File: src/rtl/ddr4_cmd_pkg.sv
// Shared command encodings, issuer FSM states and default DDR4 timing constants.
package ddr4_cmd_pkg;

    typedef enum logic [3:0] {
        S_IDLE,
        S_PRE,
        S_TRP,
        S_ACT,
        S_TRCD,
        S_RDWR,
        S_PREA,
        S_TRPA,
        S_REF,
        S_TRFC
    } state_t;

    // Control-pin view of one command; rcw is {RAS_n, CAS_n, WE_n} on A16..A14, ap is A10.
    typedef struct packed {
        logic       cs_n;
        logic       act_n;
        logic [2:0] rcw;
        logic       ap;
    } cmd_ctl_t;

    localparam cmd_ctl_t CMD_NOP  = '{cs_n: 1'b1, act_n: 1'b1, rcw: 3'b111, ap: 1'b0};
    localparam cmd_ctl_t CMD_ACT  = '{cs_n: 1'b0, act_n: 1'b0, rcw: 3'b000, ap: 1'b0};
    localparam cmd_ctl_t CMD_RD   = '{cs_n: 1'b0, act_n: 1'b1, rcw: 3'b101, ap: 1'b0};
    localparam cmd_ctl_t CMD_WR   = '{cs_n: 1'b0, act_n: 1'b1, rcw: 3'b100, ap: 1'b0};
    localparam cmd_ctl_t CMD_PRE  = '{cs_n: 1'b0, act_n: 1'b1, rcw: 3'b010, ap: 1'b0};
    localparam cmd_ctl_t CMD_PREA = '{cs_n: 1'b0, act_n: 1'b1, rcw: 3'b010, ap: 1'b1};
    localparam cmd_ctl_t CMD_REF  = '{cs_n: 1'b0, act_n: 1'b1, rcw: 3'b001, ap: 1'b0};

    localparam int unsigned A_RAS_BIT = 16;
    localparam int unsigned A_AP_BIT  = 10;

    localparam int unsigned DEF_T_RP   = 4;
    localparam int unsigned DEF_T_RCD  = 4;
    localparam int unsigned DEF_T_CCD  = 4;
    localparam int unsigned DEF_T_REFI = 7800;
    localparam int unsigned DEF_T_RFC  = 64;

    // Bits needed to hold any value below max_val (minimum 1).
    function automatic int unsigned cnt_width(input int unsigned max_val);
        return (max_val < 2) ? 1 : $clog2(max_val);
    endfunction

    function automatic int unsigned max3(input int unsigned a, input int unsigned b,
                                         input int unsigned c);
        int unsigned m;
        m = (a > b) ? a : b;
        return (m > c) ? m : c;
    endfunction

endpackage

File: src/rtl/cmd_timer.sv
// Loadable down-counter used for the fixed DRAM wait states; zero_c flags an expired wait.
module cmd_timer #(
    parameter int unsigned WIDTH = 8
) (
    input  logic             clk,
    input  logic             reset,
    input  logic             load,
    input  logic [WIDTH-1:0] load_val,
    output logic             zero_c
);

    logic [WIDTH-1:0] count;

    always_ff @(posedge clk) begin
        if (reset) begin
            count <= '0;
        end else if (load) begin
            count <= load_val;
        end else if (count != '0) begin
            count <= count - WIDTH'(1);
        end
    end

    assign zero_c = (count == '0);

endmodule

File: src/rtl/ddr4_cmd_issuer.sv
// Single-row DDR4 command issuer: turns read/write requests into ACT/PRE/RD/WR
// sequences and interleaves periodic refresh, one registered command per clock.
module ddr4_cmd_issuer
    import ddr4_cmd_pkg::*;
#(
    parameter int unsigned BGWIDTH   = 2,
    parameter int unsigned BAWIDTH   = 2,
    parameter int unsigned ADDRWIDTH = 17,
    parameter int unsigned COLWIDTH  = 10,
    parameter int unsigned T_RP      = DEF_T_RP,
    parameter int unsigned T_RCD     = DEF_T_RCD,
    parameter int unsigned T_CCD     = DEF_T_CCD,
    parameter int unsigned T_REFI    = DEF_T_REFI,
    parameter int unsigned T_RFC     = DEF_T_RFC
) (
    input  logic                 clk,
    input  logic                 reset,
    input  logic                 req_valid,
    output logic                 req_ready,
    input  logic                 req_we,
    input  logic [BGWIDTH-1:0]   req_bg,
    input  logic [BAWIDTH-1:0]   req_ba,
    input  logic [ADDRWIDTH-1:0] req_row,
    input  logic [COLWIDTH-1:0]  req_col,
    output logic                 act_n,
    output logic [ADDRWIDTH-1:0] A,
    output logic [BGWIDTH-1:0]   bg,
    output logic [BAWIDTH-1:0]   ba,
    output logic                 cs_n,
    output logic                 cke,
    output logic                 cmd_rd,
    output logic                 cmd_wr,
    output logic                 busy
);

    localparam int unsigned TMR_W = cnt_width(max3(T_RP, T_RCD, T_RFC));
    localparam int unsigned CCD_W = cnt_width(T_CCD);
    localparam int unsigned REF_W = cnt_width(T_REFI);

    // Wait states last T_x-1 cycles; the timer holds T_x-2 on entry and exits at zero.
    localparam logic [TMR_W-1:0] LD_RP  = TMR_W'((T_RP  > 1) ? T_RP  - 2 : 0);
    localparam logic [TMR_W-1:0] LD_RCD = TMR_W'((T_RCD > 1) ? T_RCD - 2 : 0);
    localparam logic [TMR_W-1:0] LD_RFC = TMR_W'((T_RFC > 1) ? T_RFC - 2 : 0);
    localparam logic [CCD_W-1:0] LD_CCD = CCD_W'((T_CCD > 0) ? T_CCD - 1 : 0);
    localparam logic [REF_W-1:0] REF_TC = REF_W'((T_REFI > 0) ? T_REFI - 1 : 0);
    localparam logic [ADDRWIDTH-1:0] A_NOP = {3'b111, {(ADDRWIDTH - 3){1'b0}}};

    state_t state, state_nxt;

    logic                 open_q, open_nxt;
    logic [BGWIDTH-1:0]   open_bg, open_bg_nxt;
    logic [BAWIDTH-1:0]   open_ba, open_ba_nxt;
    logic [ADDRWIDTH-1:0] open_row, open_row_nxt;

    logic                 cap_we, cap_we_nxt;
    logic [BGWIDTH-1:0]   cap_bg, cap_bg_nxt;
    logic [BAWIDTH-1:0]   cap_ba, cap_ba_nxt;
    logic [ADDRWIDTH-1:0] cap_row, cap_row_nxt;
    logic [COLWIDTH-1:0]  cap_col, cap_col_nxt;

    logic                 ref_pending, ref_pend_nxt, ref_tc;
    logic [REF_W-1:0]     ref_cnt, ref_cnt_nxt;
    logic [CCD_W-1:0]     ccd_cnt, ccd_nxt;

    cmd_ctl_t             ctl_nxt;
    logic                 col_en;
    logic [ADDRWIDTH-1:0] a_nxt;
    logic [BGWIDTH-1:0]   bg_nxt;
    logic [BAWIDTH-1:0]   ba_nxt;
    logic                 rd_nxt, wr_nxt, ready_nxt, busy_nxt;
    logic                 hit;

    logic                 tmr_load, tmr_zero;
    logic [TMR_W-1:0]     tmr_val;

    cmd_timer #(.WIDTH(TMR_W)) u_timer (
        .clk      (clk),
        .reset    (reset),
        .load     (tmr_load),
        .load_val (tmr_val),
        .zero_c   (tmr_zero)
    );

    assign hit = open_q && (req_bg == open_bg) && (req_ba == open_ba) && (req_row == open_row);

    // Next-state, bookkeeping and next command selection.
    always_comb begin
        state_nxt    = state;
        open_nxt     = open_q;
        open_bg_nxt  = open_bg;
        open_ba_nxt  = open_ba;
        open_row_nxt = open_row;
        cap_we_nxt   = cap_we;
        cap_bg_nxt   = cap_bg;
        cap_ba_nxt   = cap_ba;
        cap_row_nxt  = cap_row;
        cap_col_nxt  = cap_col;
        ctl_nxt      = CMD_NOP;
        col_en       = 1'b0;
        bg_nxt       = '0;
        ba_nxt       = '0;
        rd_nxt       = 1'b0;
        wr_nxt       = 1'b0;
        tmr_load     = 1'b0;
        tmr_val      = '0;
        a_nxt        = '0;

        ref_tc       = (ref_cnt == REF_TC);
        ref_cnt_nxt  = ref_tc ? '0 : ref_cnt + REF_W'(1);
        ref_pend_nxt = ref_pending | ref_tc;
        ccd_nxt      = (ccd_cnt != '0) ? ccd_cnt - CCD_W'(1) : ccd_cnt;

        case (state)
            S_IDLE: begin
                if (ref_pending) begin
                    state_nxt = open_q ? S_PREA : S_REF;
                end else if (req_valid && req_ready) begin
                    cap_we_nxt  = req_we;
                    cap_bg_nxt  = req_bg;
                    cap_ba_nxt  = req_ba;
                    cap_row_nxt = req_row;
                    cap_col_nxt = req_col;
                    if (hit)          state_nxt = S_RDWR;
                    else if (!open_q) state_nxt = S_ACT;
                    else              state_nxt = S_PRE;
                end
            end
            S_PRE: begin
                ctl_nxt  = CMD_PRE;
                bg_nxt   = open_bg;
                ba_nxt   = open_ba;
                open_nxt = 1'b0;
                tmr_load = 1'b1;
                tmr_val  = LD_RP;
                state_nxt = (T_RP > 1) ? S_TRP : S_ACT;
            end
            S_TRP: begin
                if (tmr_zero) state_nxt = S_ACT;
            end
            S_ACT: begin
                ctl_nxt      = CMD_ACT;
                bg_nxt       = cap_bg;
                ba_nxt       = cap_ba;
                open_nxt     = 1'b1;
                open_bg_nxt  = cap_bg;
                open_ba_nxt  = cap_ba;
                open_row_nxt = cap_row;
                tmr_load     = 1'b1;
                tmr_val      = LD_RCD;
                state_nxt    = (T_RCD > 1) ? S_TRCD : S_RDWR;
            end
            S_TRCD: begin
                if (tmr_zero) state_nxt = S_RDWR;
            end
            S_RDWR: begin
                ctl_nxt   = cap_we ? CMD_WR : CMD_RD;
                col_en    = 1'b1;
                bg_nxt    = cap_bg;
                ba_nxt    = cap_ba;
                rd_nxt    = !cap_we;
                wr_nxt    = cap_we;
                ccd_nxt   = LD_CCD;
                state_nxt = S_IDLE;
            end
            S_PREA: begin
                ctl_nxt   = CMD_PREA;
                open_nxt  = 1'b0;
                tmr_load  = 1'b1;
                tmr_val   = LD_RP;
                state_nxt = (T_RP > 1) ? S_TRPA : S_REF;
            end
            S_TRPA: begin
                if (tmr_zero) state_nxt = S_REF;
            end
            S_REF: begin
                // A terminal count landing on this cycle starts the next interval's pending flag.
                ctl_nxt      = CMD_REF;
                ref_pend_nxt = ref_tc;
                tmr_load     = 1'b1;
                tmr_val      = LD_RFC;
                state_nxt    = (T_RFC > 1) ? S_TRFC : S_IDLE;
            end
            S_TRFC: begin
                if (tmr_zero) state_nxt = S_IDLE;
            end
            default: state_nxt = S_IDLE;
        endcase

        if (!ctl_nxt.act_n) begin
            a_nxt = cap_row;
        end else begin
            a_nxt[A_RAS_BIT -: 3] = ctl_nxt.rcw;
            a_nxt[A_AP_BIT]       = ctl_nxt.ap;
            if (col_en) a_nxt[COLWIDTH-1:0] = cap_col;
        end

        ready_nxt = (state_nxt == S_IDLE) && !ref_pend_nxt && (ccd_nxt == '0);
        busy_nxt  = (state_nxt != S_IDLE);
    end

    always_ff @(posedge clk) begin
        if (reset) begin
            state       <= S_IDLE;
            open_q      <= 1'b0;
            open_bg     <= '0;
            open_ba     <= '0;
            open_row    <= '0;
            cap_we      <= 1'b0;
            cap_bg      <= '0;
            cap_ba      <= '0;
            cap_row     <= '0;
            cap_col     <= '0;
            ref_pending <= 1'b0;
            ref_cnt     <= '0;
            ccd_cnt     <= '0;
            cs_n        <= 1'b1;
            act_n       <= 1'b1;
            A           <= A_NOP;
            bg          <= '0;
            ba          <= '0;
            cke         <= 1'b0;
            req_ready   <= 1'b0;
            cmd_rd      <= 1'b0;
            cmd_wr      <= 1'b0;
            busy        <= 1'b0;
        end else begin
            state       <= state_nxt;
            open_q      <= open_nxt;
            open_bg     <= open_bg_nxt;
            open_ba     <= open_ba_nxt;
            open_row    <= open_row_nxt;
            cap_we      <= cap_we_nxt;
            cap_bg      <= cap_bg_nxt;
            cap_ba      <= cap_ba_nxt;
            cap_row     <= cap_row_nxt;
            cap_col     <= cap_col_nxt;
            ref_pending <= ref_pend_nxt;
            ref_cnt     <= ref_cnt_nxt;
            ccd_cnt     <= ccd_nxt;
            cs_n        <= ctl_nxt.cs_n;
            act_n       <= ctl_nxt.act_n;
            A           <= a_nxt;
            bg          <= bg_nxt;
            ba          <= ba_nxt;
            cke         <= 1'b1;
            req_ready   <= ready_nxt;
            cmd_rd      <= rd_nxt;
            cmd_wr      <= wr_nxt;
            busy        <= busy_nxt;
        end
    end

endmodule

File: config.mk
export PLATFORM = sky130hd
export DESIGN_NAME = ddr4_cmd_issuer
export DESIGN_NICKNAME = d
export VERILOG_FILES = /design/src/rtl/ddr4_cmd_pkg.sv /design/src/rtl/cmd_timer.sv /design/src/rtl/ddr4_cmd_issuer.sv
export SDC_FILE = /design/constraint.sdc
export NUM_CORES = 1
export LEC_CHECK = 0
export ABC_AREA = 1
export CAP_MARGIN = 25
export CORE_AREA = 10 10 101 103
export CTS_CLUSTER_SIZE = 28
export DETAILED_ROUTE_END_ITERATION = 10
export DIE_AREA = 0 0 111 113
export PLACE_DENSITY = 0.78
export SLEW_MARGIN = 20
export SYNTH_ARGS = -nofsm -noshare
export SYNTH_HDL_FRONTEND = slang
export SYNTH_SLANG_ARGS = --single-unit
File: constraint.sdc
create_clock -name clk -period 1.7 [get_ports clk]
set_clock_uncertainty 0.1 [all_clocks]
set_input_delay 0.255 -clock clk [delete_from_list [all_inputs] [get_ports clk]]
set_output_delay 0.255 -clock clk [all_outputs]
set_load 0.03 [all_outputs]
==> images/port_trees.png <==
The bar under the picture is 20 um long.
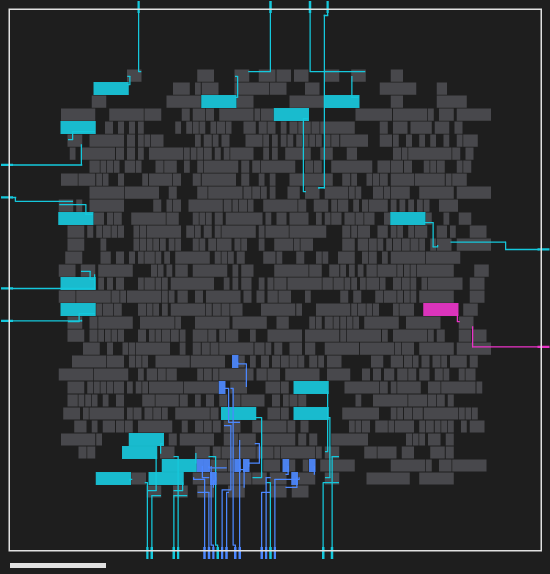
[`A`] cyan | bits: 17 | direction: output | edge: 8 bottom, 4 top, 4 left, 1 right | end cells: 17 | buffers: 17 | wire: 441 um
[`cke`] magenta | bits: 1 | direction: output | edge: right | end cells: 1 | buffers: 1 | wire: 20.2 um
[`req_col`] blue | bits: 10 | direction: input | edge: bottom | end cells: 10 | buffers: 10 | wire: 245 um
total I/O pin count: 63
IO Port Bufs: 62

==> images/sizing.png <==
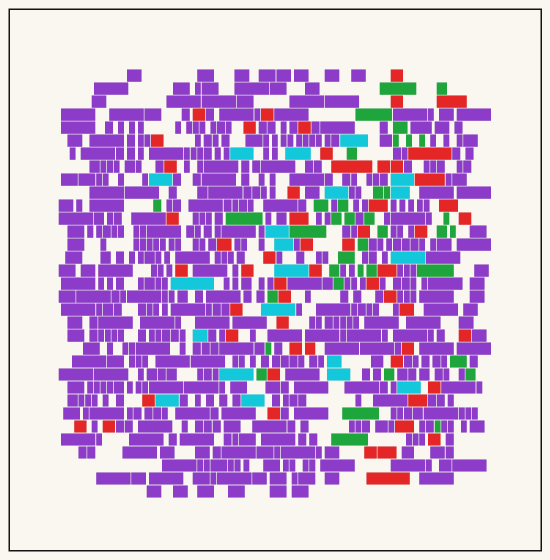
[x2] green | cells: 38 | most used: inv_2
[x3 and x4] red | cells: 56 | most used: buf_4
[x6 and larger] cyan | cells: 20 | most used: clkbuf_8
[x1 and smaller] purple | cells: 590 | most used: nand2_1

==> out/qor.yml <==
status: "completed"
cp_slowest_cell: "dfxtp_2"
period_needed_ps: 1650
startpoint: "state[2]$_SDFF_PP0_"
fin_nets: 737
antenna_found_initial: 0
chipArea_um2: 12500
rsz0062_at_grt: "yes"
cts_hold_buf: 0
synth_cell_types: 30
slowest_delay_ps: 350
final_common_cell: "nand2_1"
cts_made_buffers: 9
syn-num-nets: 637
syn_area_per_cell_um2: 7.29
drc_errors: 0
firstDrtPassIters: 4
clock-sinks: 108
cp-end-kind: "flop"
die_h_um: 113
worst_pin_slew_ps: 378
syn_inst: 599
htreeDepth: 3
path_cells: "inv_2 -> nand2_4 -> nor2_2 -> nand2_2 -> nor2_4 -> buf_12 -> buf_12 -> o21ai_0 -> a21oi_1"
fp_util_pct: 53.7
gp_congestion: 0.889
drive_gt1_share_pct: 16.2
timing.final.ws_setup_ps: 46.6
insertion_delay_ps: 380
ys.flop_type: "dfxtp_1"
max_slew_margin_pct: 74.8
cp_max_fo: 16
grt_max_degree: 32
detail-route-antenna-nets: 0
post-route-cell-area_um2: 5760
area_growth_pct: 31.9
grt_pass1_vias: 4114
placementRows: 33
cts_max_path_buffers: 2
ys_seq_elements: 108
overflow: 0
hold_slack_ps: 350
place_area_um2: 5340
crit_arrival_ps: 1860
hpwl_mm: 8.03
drt_iter0_drc: 289
cts_tree: "done"
yosys_area_um2: 4360
clock-root-buffer: "clkbuf_8"
crit_required_ps: 1910
crit_type: "reg -> reg"
core_area_um2: 8130
layout_top_cells: "nand2_1 (112), dfxtp_1 (100), inv_1 (75)"
yosysSeqAreaShare_pct: 49.5
die_width_um: 111
postSynth.asyncResetShare_pct: 0
edf_count: 0
ys_cells: 599
timing.rr.end: "cap_row[9]$_SDFFE_PP0P_"
hold_viol: 0
num_antenna_cells: 0
setup_viol: 0
warnings: 28
hp-start: "req_row[1]"
yosys_warnings: 0
netlist_area_um2: 4360
fmax_mhz: 605
startpoint_type: "flop"
grt_pass1_wl_mm: 18.2
min_to: "cap_row[1]$_SDFFE_PP0P_"
r2r_cells: 9
timing.critical_path.mode_cell: "buf_12"
cap_violations: 0
post-place-ws_ps: -227
p_per_area_nw_per_um2: 1170
timing.final.crit_share_pct: 97.3
vias_per_cell: 5.13
power.leakage_nw: 2.51
min-delay-path-class: "in -> reg"
drv_slew: 0
reg2reg_from: "state[2]$_SDFF_PP0_"
irDropWorstVdd_mv: 0.556
worstHoldPathCells: 3
clk_transition_reported_paths_ps: 120
r2r_slack_ps: 50
==> images/layers.png <==
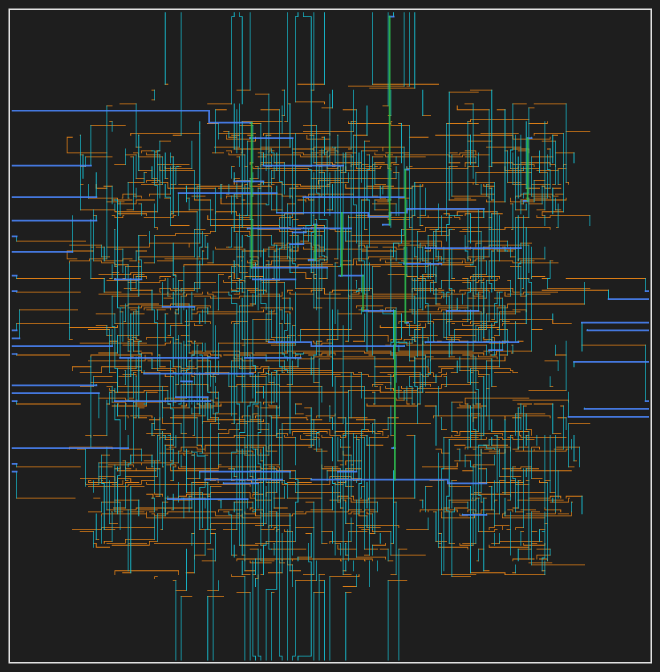
[M2] cyan | wire length: 5,660 um
[M3] blue | wire length: 631 um
[M1] orange | wire length: 4,690 um
[M4] green | wire length: 151 um
Overall Global Routing Usage: 16.8%
wire per inst: 13.8 um
routed vias: 4,151
Routed Wire Length: 11.1 mm

==> images/class_map.png <==
Fill, decap, tap and diode cells in gray.
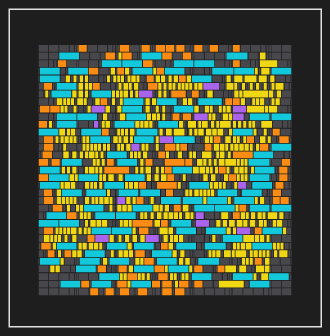
[remaining buffers and delay cells] orange | cells: 110
[sequential cells] cyan | cells: 108
[remaining logic cells] yellow | cells: 470
[clock drivers and dummy loads] purple | cells: 16

critical path: cells and delay by family (launching register included):
kind / cells / cell delay, ps
and+or+nand+nor: 4 / 490
buffers and inverters: 3 / 390
DFF: 1 / 350
AOI/OAI and AO/OA: 2 / 240
synth_stat cells (4+ instances only):
cell / number / share of area [%]
clkbuf_1: 9 / 0.77
o21ai_0: 55 / 6.3
a21oi_1: 42 / 4.8
inv_2: 5 / 0.43
nor2_1: 82 / 7.1
buf_2: 10 / 1.1
xnor2_1: 4 / 0.80
nand2_1: 120 / 10
o22ai_1: 16 / 2.3
nor3_1: 6 / 0.69
nand3_1: 33 / 3.8
inv_1: 80 / 6.9
dfxtp_1: 108 / 50
nor3b_1: 4 / 0.69
cell families (layout without fill, tap and decap cells):
logic type / count (synthesis) / after routing / share of synthesized area [%]
and+or+nand+nor: 258 / 258 / 24.7
adders and majority gates: 3 / 3 / 0.860
AOI/OAI and AO/OA: 117 / 117 / 14.0
DFF: 108 / 108 / 49.5
buffers and inverters: 106 / 211 / 9.49
xor gates and xnor gates: 7 / 7 / 1.40
power breakdown:
group	internal, mW	switching [mW]
logic	0.904	1.26
clock network	0.569	0.940
registers	2.86	0.197
total	4.34	2.39
timing repair:
item	4_1_cts	5_1_grt
pin swaps	6	13
resized	40	39
gates cloned	0	1
setup endpoints to repair	48	37
setup buffers	4	5
flip-flops by register name, indices dropped and copies added, names as in the netlist, 2 cells and up:
| signal | flops |
|---|---|
| state | 4 |
| cap_col | 10 |
| A | 17 |
| ccd_cnt | 2 |
| open_bg | 2 |
| open_ba | 2 |
| open_row | 17 |
| bg | 2 |
| cap_bg | 2 |
| ba | 2 |
| cap_row | 17 |
| u_timer.count | 6 |
| cap_ba | 2 |
| ref_cnt | 13 |
layer usage:
metal	GRT usage (%)	vias to the layer above	part of all wire, %
met4	5.30	0	1.3
met5	0	-	0
met3	4.60	17	5.7
li1	-	2111	-
met2	29.2	106	51
met1	19.8	1917	42
worst max-delay path by stage:
| stage | cells past startpoint | endpoint | slack (ps) |
|---|---|---|---|
| 6_report | 9 | cap_row[9]$_SDFFE_PP0P_ | 50 |
| 5_1_grt | 10 | busy$_SDFF_PP0_ | -30 |
| 2_1_floorplan | 9 | busy$_SDFF_PP0_ | 150 |
| 4_1_cts | 10 | A[14]$_SDFF_PP1_ | 5 |
| 3_5_place_dp | 5 | open_ba[0]$_SDFFE_PP0P_ | -230 |
| 3_3_place_gp | 10 | busy$_SDFF_PP0_ | -110 |
stage by stage:
stage	std cells	TNS (ps)	utilization (%)	power (mW)
CTS	803	0	68.4	6.41
floorplan	599	0	-	4.28
global placement	783	-2330	65.7	4.87
finish	809	0	70.8	6.73
detailed placement	783	-5460	65.7	4.93
global route	809	-123	70.8	7.13
layout make-up:
type	count	area, um2
Fill cell	666	2380
Sequential cell	108	2170
Multi-Input combinational cell	385	1910
Timing Repair Buffer	110	1020
Inverter	85	322
Tap cell	105	131
Clock buffer	9	124
Clock inverter	7	67.6
Power is estimated from default activity; no workload was simulated.
